File: src/rtl/cache_mem_arbiter.sv
// Shares one pipelined main memory between the I- and D-cache: 8-word block fills and single-word stores.
// Optional `ARB_ROUND_ROBIN_EN: contested I/D misses alternate owner instead of D-first.
module cache_mem_arbiter #(
    parameter int WORDS_PER_BLOCK = 8,
    parameter int MEM_LATENCY     = 4
) (
    input  logic                               clk,
    input  logic                               rst,
    input  logic                               i_miss,
    input  logic [15:0]                        i_miss_addr,
    input  logic                               d_miss,
    input  logic [15:0]                        d_miss_addr,
    input  logic                               d_wr_req,
    input  logic [15:0]                        d_wr_addr,
    input  logic [15:0]                        d_wr_data,
    output logic                               d_wr_ack,
    output logic                               mem_enable,
    output logic                               mem_wr,
    output logic [15:0]                        mem_addr,
    output logic [15:0]                        mem_data_in,
    input  logic [15:0]                        mem_data_out,
    input  logic                               mem_data_valid,
    output logic [15:0]                        fill_data,
    output logic [$clog2(WORDS_PER_BLOCK)-1:0] fill_word,
    output logic                               i_fill_we,
    output logic                               d_fill_we,
    output logic                               i_fill_done,
    output logic                               d_fill_done,
    output logic                               busy
);

    localparam int            CW        = $clog2(WORDS_PER_BLOCK);
    localparam logic [CW:0]   BLK_WORDS = (CW+1)'(WORDS_PER_BLOCK);
    localparam logic [CW-1:0] LAST_WORD = CW'(WORDS_PER_BLOCK - 1);

    typedef enum logic [1:0] {S_IDLE, S_WRITE, S_FILL, S_DONE} state_t;

    state_t        state_q, state_d;
    logic          owner_i_q, owner_i_d;
    logic [15:0]   base_q, base_d;
    logic [CW:0]   issue_cnt_q, issue_cnt_d;
    logic [CW-1:0] recv_cnt_q, recv_cnt_d;
    logic          fill_start;
    logic          pick_i;

    // Block offset bits of the miss addresses are dropped; latency is tracked via mem_data_valid.
    logic unused_bits;
    assign unused_bits = ^{i_miss_addr[3:0], d_miss_addr[3:0], 32'(MEM_LATENCY)};

    assign fill_start = (state_q == S_IDLE) && !d_wr_req && (d_miss || i_miss);

`ifdef ARB_ROUND_ROBIN_EN
    logic prefer_i_q, prefer_i_d;

    assign pick_i = i_miss && (!d_miss || prefer_i_q);

    // Preference flips only when both caches compete, so the loser wins next time.
    always_comb begin
        prefer_i_d = prefer_i_q;
        if (fill_start && d_miss && i_miss) begin
            prefer_i_d = !pick_i;
        end
    end

    always_ff @(posedge clk or posedge rst) begin
        if (rst) begin
            prefer_i_q <= 1'b0;
        end else begin
            prefer_i_q <= prefer_i_d;
        end
    end
`else
    assign pick_i = i_miss && !d_miss;
`endif

    always_comb begin
        state_d     = state_q;
        owner_i_d   = owner_i_q;
        base_d      = base_q;
        issue_cnt_d = issue_cnt_q;
        recv_cnt_d  = recv_cnt_q;
        d_wr_ack    = 1'b0;
        mem_enable  = 1'b0;
        mem_wr      = 1'b0;
        mem_addr    = 16'h0000;
        mem_data_in = 16'h0000;
        fill_data   = 16'h0000;
        fill_word   = '0;
        i_fill_we   = 1'b0;
        d_fill_we   = 1'b0;
        i_fill_done = 1'b0;
        d_fill_done = 1'b0;
        busy        = (state_q != S_IDLE);

        case (state_q)
            S_IDLE: begin
                if (d_wr_req) begin
                    state_d = S_WRITE;
                end else if (fill_start) begin
                    state_d     = S_FILL;
                    owner_i_d   = pick_i;
                    base_d      = pick_i ? {i_miss_addr[15:4], 4'h0} : {d_miss_addr[15:4], 4'h0};
                    issue_cnt_d = '0;
                    recv_cnt_d  = '0;
                end
            end
            S_WRITE: begin
                mem_enable  = 1'b1;
                mem_wr      = 1'b1;
                mem_addr    = d_wr_addr;
                mem_data_in = d_wr_data;
                d_wr_ack    = 1'b1;
                state_d     = S_IDLE;
            end
            S_FILL: begin
                // Issue and receive sides run independently; returns overlap later issues.
                if (issue_cnt_q < BLK_WORDS) begin
                    mem_enable  = 1'b1;
                    mem_addr    = base_q + 16'({issue_cnt_q[CW-1:0], 1'b0});
                    issue_cnt_d = issue_cnt_q + (CW+1)'(1);
                end
                if (mem_data_valid) begin
                    fill_data  = mem_data_out;
                    fill_word  = recv_cnt_q;
                    i_fill_we  = owner_i_q;
                    d_fill_we  = !owner_i_q;
                    recv_cnt_d = recv_cnt_q + CW'(1);
                    if (recv_cnt_q == LAST_WORD) begin
                        state_d = S_DONE;
                    end
                end
            end
            S_DONE: begin
                i_fill_done = owner_i_q;
                d_fill_done = !owner_i_q;
                issue_cnt_d = '0;
                recv_cnt_d  = '0;
                state_d     = S_IDLE;
            end
            default: begin
                state_d = S_IDLE;
            end
        endcase
    end

    always_ff @(posedge clk or posedge rst) begin
        if (rst) begin
            state_q     <= S_IDLE;
            owner_i_q   <= 1'b0;
            base_q      <= 16'h0000;
            issue_cnt_q <= '0;
            recv_cnt_q  <= '0;
        end else begin
            state_q     <= state_d;
            owner_i_q   <= owner_i_d;
            base_q      <= base_d;
            issue_cnt_q <= issue_cnt_d;
            recv_cnt_q  <= recv_cnt_d;
        end
    end

endmodule

File: config.mk
export PLATFORM = sky130hd
export DESIGN_NAME = cache_mem_arbiter
export DESIGN_NICKNAME = d
export VERILOG_FILES = /design/src/rtl/cache_mem_arbiter.sv
export SDC_FILE = /design/constraint.sdc
export NUM_CORES = 1
export LEC_CHECK = 0
export ABC_AREA = 0
export CAP_MARGIN = 20
export CORE_UTILIZATION = 37
export DETAILED_ROUTE_END_ITERATION = 12
export PLACE_DENSITY = 0.88
export RECOVER_POWER = 25
export SYNTH_ARGS = -nofsm -noshare
export SYNTH_HDL_FRONTEND = slang
export SYNTH_SLANG_ARGS = --single-unit
File: constraint.sdc
create_clock -name clk -period 3.03 [get_ports clk]
set_input_delay 0.303 -clock clk [delete_from_list [all_inputs] [get_ports clk]]
set_output_delay 0.303 -clock clk [all_outputs]
set_load 0.02 [all_outputs]
**Run 1: metal layers overlaid**

Two of the layers only.
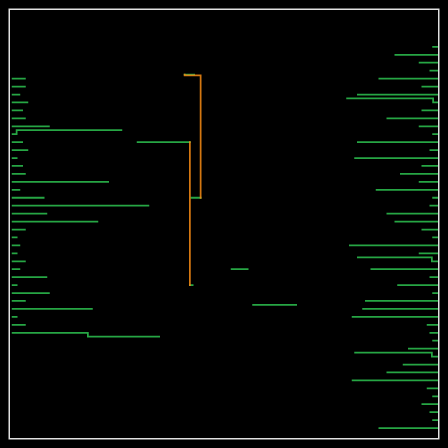
Key: orange = M4 [wire length 48.3 um]; green = M3 [wire length 499 um]
global routing usage summed across all routing layers: 0.190
WL per Instance: 13.6 um
final routed wirelength across all metal layers: 5230 um
count of vias placed by the detailed router: 1903

**Run 1: routing congestion map**

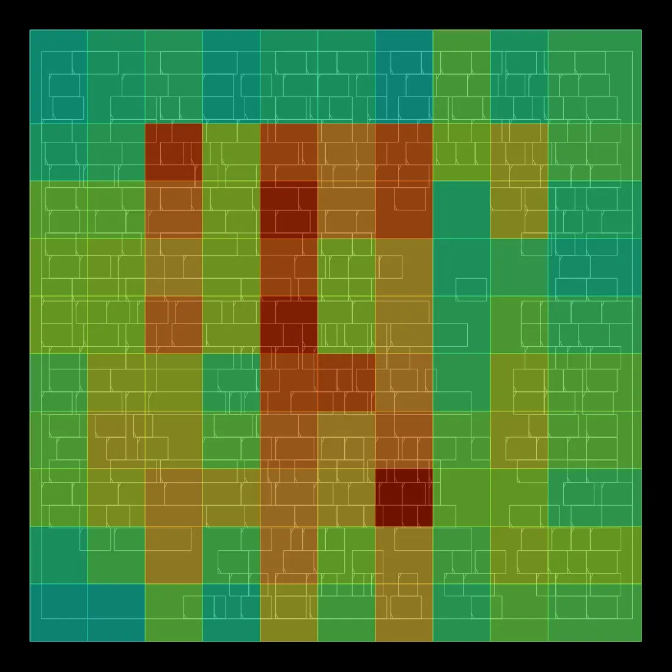
post-layout util: 0.688
busiest layer in global routing: met2
met3 Usage GRT: 0.0480
met2 Resource Use GR: 0.365

**Run 1: cell classes on the final placement**

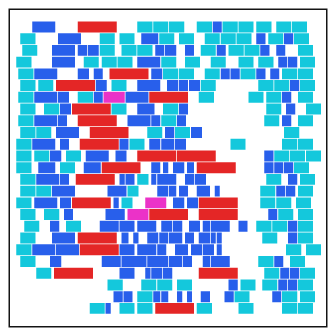
Key: cyan = remaining buffers and delay cells [cells 139]; magenta = clock-net drivers [cells 3]; red = registers [cells 22]; blue = remaining logic cells [cells 155]
finished layout cell area: 3320 sq um
Core ar.: 4820 sq um

==> run_results.csv, run 1 <==
group,metric,value,unit
synthesis,netlist_area,1880,sq um
clock_tree,clock_insertion_delay_worst_skew,0.26,ns
layout,final_nets,416,
layout,number_of_filler_instances_in_the_final_layout,382,
setup_path,timing.critical_path.cells,"inv_1 > ha_1 > nor2b_1 > buf_4 > a22oi_1 > nor2b_1 > clkdlybuf4s50_1",
power_and_ir_drop,p_leak,1.43,nW
setup_path,cp_slowest_stage_delay,0.62,ns
floorplanning,well_tap_count,67,
floorplanning,floorplan.rows,25,
floorplanning,floorplan.io_pins,145,
timing,layout_min_cycle_time,2.55,ns
setup_path,timing.setup.critical_path_class,"register to output pin",
floorplanning,die_h,73.3,um
placed_design,gp_congestion,0.771,
setup_path,timing.critical_path.max_delay_family,"buffers and inverters",
clock_tree,cts_repair_resizes,0,
hold_path,hp-class,"register to register",
setup_path,critical_path_required,2.73,ns
layout,clock_buffer_count,3,
floorplanning,initial_core_util,0.390,
clock_tree,numClockSinks,22,
clock_tree,post_cts_setup_repair_bufs,0,
synthesis,postSynthCellCount,191,
status,run_status,"finished clean",
routing,remaining_drc_errors,0,
clock_tree,cts_htree_levels,1,
synthesis,ys_warn_count,0,
clock_tree,cts.reportedPaths.clkPinSlew,0.08,ns
layout,numSequentialCells,22,
setup_path,worst_path_most_repeated_cell,"nor2b_1",
timing,worst_max_slew_pin_slew,0.843,ns
layout,n_all_buffers,139,
flow_run,tool_warnings,39,
setup_path,worstPathArrival,2.25,ns
power_and_ir_drop,power_density,739,nW/um^2
routing,firstDrtPassIters,4,
synthesis,synth_flops,22,
timing,worst_slew_slack_as_a_fraction_of_its_limit,0.437,
setup_path,worst-path-stages,7,
setup_path,crit_path_start_kind,"register",
grt,largest_net_degree_at_the_start_of_global_routing,36,
flow_run,drv_cap,0,
clock_tree,number_of_buffers_created_by_cts,3,
power_and_ir_drop,design_power_total,2.45,mW
timing,fin_crit_sh,0.843,
setup_path,ff2ff_path_depth,5,
layout,sequential_cell_area,551,sq um
floorplanning,die-area,5370,sq um
layout,combAreaFraction,0.373,
setup_path,critPathBufInv,3,
setup_path,cp_max_fo,18,
setup_path,setup.worst_path.end_class,"output pin",
timing,rsz0062_at_grt,"no",
clock_tree,post_cts_hold_buffer_count,0,
timing,fin_setup_tns,0,ns
synthesis,netlist-cell-type-count,38,
setup_path,critical_path.slowest_cell,"clkdlybuf4s50_1",
hold_path,timing.hold.worst_path_depth,1,
[run 1: cell families (layout without fill, tap and decap cells)]
group / count (synthesis) / after routing / share of synthesized area
AND-OR/OR-AND: 36 / 36 / 0.142
flip-flops: 22 / 22 / 0.293
AND/OR/NAND/NOR: 78 / 78 / 0.256
buffers and inverters: 19 / 147 / 0.0492
multiplexers: 27 / 27 / 0.200
adder cells (fa/ha/maj): 9 / 9 / 0.0599
[run 1: report_power, final]
part,internal [mW],switching (mW)
clock network,0.0888,0.0925
logic,0.897,0.854
registers,0.419,0.100
[run 1: sequential cells by signal, indices dropped and copies added (netlist names)]
signal,cells
issue_cnt_q,4
recv_cnt_q,3
owner_i_q,1
state_q,2
base_q,12
[run 1: cells in the mapped netlist, drive strengths merged]
cell type / number / area [sq um]
nand2: 7 / 26.3
nor3: 1 / 16.3
a211oi: 1 / 7.51
mux2: 24 / 345
inv: 5 / 18.8
o211ai: 7 / 52.6
ha: 9 / 113
o221ai: 1 / 8.76
nand3: 4 / 20.0
o21ai: 1 / 5.00
buf: 5 / 40.0
a211o: 1 / 8.76
clkbuf: 9 / 33.8
and2: 19 / 119
o21bai: 1 / 7.51
or2: 2 / 12.5
nand2b: 2 / 20.0
dfrtp: 22 / 551
o21a: 1 / 7.51
a2111oi: 1 / 8.76
o22a: 1 / 8.76
o22ai: 1 / 6.26
nor2: 2 / 10.0
a221oi: 1 / 8.76
a21o: 1 / 7.51
a22oi: 16 / 120
mux2i: 3 / 30.0
and3: 20 / 125
nand3b: 1 / 7.51
a21oi: 2 / 10.0
nor2b: 20 / 125
[run 1: cell usage in the layout (no fill, tap or decap), types with 3 or more instances in the layout]
cell type	count
mux2_4	20
a22oi_1	16
and2_1	19
nand3_1	4
clkbuf_8	3
mux2i_1	3
nor2b_1	20
inv_1	5
clkdlybuf4s50_1	134
nand2_1	7
dfrtp_1	22
o211ai_1	7
buf_4	3
ha_1	9
and3_1	20
[run 1: routing by layer]
layer,track usage,vias to the layer above,part of all wire
met3,0.0480,4,0.095
met4,0.0534,0,0.0092
li1,-,940,-
met1,0.204,868,0.38
met2,0.365,91,0.51
met5,0,-,0
[run 1: worst paths after layout]
| check | endpoint | startpoint |
|---|---|---|
| min reg2reg | base_q[14] | base_q[14] |
| max in group asynchronous | base_q[15] | rst |
| max | mem_addr[9] | state_q[0] |
| min | base_q[14] | base_q[14] |
| max reg2reg | base_q[15] | state_q[0] |
| min in group asynchronous | owner_i_q | rst |
[run 1: stage by stage]
| step | cells | instance area, sq um | hold slack [ns] | setup WS (ns) | util |
|---|---|---|---|---|---|
| finish | 386 | 3320 | 0.518 | 0.477 | 0.688 |
| global route | 386 | 3320 | 0.538 | 0.338 | 0.688 |
| CTS | 386 | 3320 | 0.523 | 0.474 | 0.688 |
| detailed placement | 383 | 3270 | 0.500 | 0.682 | 0.680 |
| global placement | 383 | 3270 | 0.492 | 0.701 | 0.680 |
| floorplan | 191 | 1880 | 0.292 | 1.08 | - |
**Run 1: pin placement**

Pins as bars across the die edge, other pins in gray.
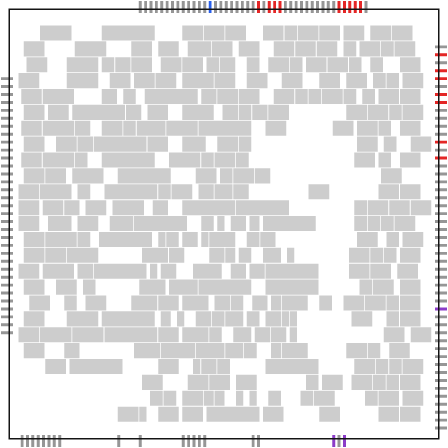

==> run 2, diff against run 1 <==
CORE_UTILIZATION = 34   (was 37)
PLACE_DENSITY = 0.82   (was 0.88)
clock period = 2.7 ns   (was 3.03 ns; I/O delays follow)
**Run 2: pin placement**

Pins as bars across the die edge, other pins in gray.
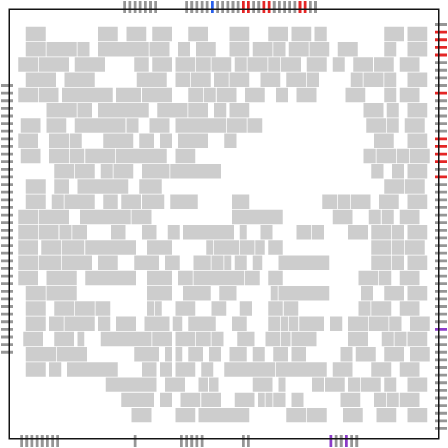
Key: blue = mem_enable [pins 1, direction output, edge top]; purple = fill_word [pins 3, direction output, edge 2 bottom, 1 right]; red = d_wr_data [pins 16, direction input, edge 10 right, 6 top]
horizontal die dimension: 76.4 um
floorplan die height: 76.4 um
I/O Buffers: 136

==> run_results.csv, run 2 <==
group,metric,value,unit
layout,mostFrequentLayoutCell,"clkdlybuf4s50_1",
setup_path,timing.setup.critical_path_class,"register to output pin",
floorplanning,floorplan.rows,26,
synthesis,netlist_area,1880,sq um
setup_path,worstReg2RegEnd,"base_q[15]",
routing,drt-total-wl,5520,um
timing,fin_crit_sh,0.925,
layout,top_register_by_number_of_flip_flops,"base_q",
layout,final_cell_count_no_fill,392,
layout,layout_top_registers,"base_q: 12 flops, issue_cnt_q: 4 flops, recv_cnt_q: 3 flops",
routing,num_vias,1966,
clock_tree,clock_insertion_delay_worst_skew,0.26,ns
power_and_ir_drop,power_density,831,nW/um^2
clock_tree,post_cts_setup_repair_bufs,0,
status,run_status,"finished clean",
routing,wire_per_inst,14.1,um
setup_path,cp_slowest_stage_delay,0.62,ns
clock_tree,cts.reportedPaths.clkPinSlew,0.08,ns
placed_design,dp_cells,389,
setup_path,ff2ff_path_depth,6,
synthesis,synthMostInstantiatedCell,"dfrtp_1",
layout,lay_top_cells,"clkdlybuf4s50_1, dfrtp_1, mux2_4, nor2b_1, and3_1",
hold_path,min_to,"base_q[12]",
grt,track_usage,0.195,
synthesis,synth_top_area_share,0.293,
setup_path,crit_path_start_kind,"register",
synthesis,postSynthCellCount,191,
floorplanning,die-area,5830,sq um
power_and_ir_drop,p_leak,1.46,nW
timing,worst_slew_slack_as_a_fraction_of_its_limit,0.428,
clock_tree,number_of_buffers_created_by_cts,3,
routing,remaining_drc_errors,0,
setup_path,cp_max_fo,11,
timing,rsz0062_at_grt,"no",
setup_path,critical_path_required,2.43,ns
hold_path,timing.hold.worst_path_depth,1,
setup_path,worst_path_most_repeated_cell,"nor2b_1",
floorplanning,floorplan.io_pins,145,
floorplanning,core,5200,sq um
==> run 2: where the power goes <==
| part | switching (mW) | total [mW] | internal, mW | leakage (nW) |
|---|---|---|---|---|
| clock | 0.104 | 0.203 | 0.0996 | 0.0216 |
| sequential | 0.114 | 0.585 | 0.471 | 0.274 |
| combinational | 0.968 | 1.99 | 1.02 | 1.17 |
| total | 1.19 | 2.78 | 1.59 | 1.46 |
==> run 2: worst max-delay path by stage <==
| stage | from | to | slack (ns) | depth (start not counted) |
|---|---|---|---|---|
| 2_1_floorplan | state_q[1] | mem_addr[11] | 0.78 | 5 |
| 3_3_place_gp | mem_data_valid | d_fill_we | 0.51 | 4 |
| 3_5_place_dp | state_q[0] | mem_addr[8] | 0.47 | 7 |
| 4_1_cts | state_q[0] | mem_addr[5] | 0.16 | 4 |
| 5_1_grt | state_q[0] | mem_addr[3] | 0.02 | 7 |
| 6_report | state_q[0] | mem_addr[12] | 0.20 | 7 |
==> run 2: what timing repair did <==
action | CTS | global route
gates resized | 0 | 1
endpoints found under the hold margin | 0 | 0
setup endpoints to repair | 0 | 1
==> run 2: area by class of cell <==
cell class                 count  area [sq um]
clock buffer                   3          41.3
fill                         460          1860
inverter                       5          18.8
multi-input combinational    150          1240
sequential                    22           551
tap                           70          87.6
timing repair buffer         142          1410
==> run 2: metal layers <==
layer  track usage  vias up  part of all wire
met3        0.0575        6             0.094
li1              -      946                 -
met4        0.0519        0             0.011
met2         0.356      106              0.50
met1         0.218      908              0.39
met5             0        -                 0
==> run 2: cells by family (layout without fill, tap and decap cells) <==
kind of cell             count (synthesis)  after routing  synth area share
AND-OR/OR-AND                           36             36             0.142
buffers and inverters                   19            150            0.0492
flip-flops                              22             22             0.293
AND/OR/NAND/NOR                         78             78             0.256
adder cells (fa/ha/maj)                  9              9            0.0599
multiplexers                            27             27             0.200
Power and IR drop assume default switching activity.
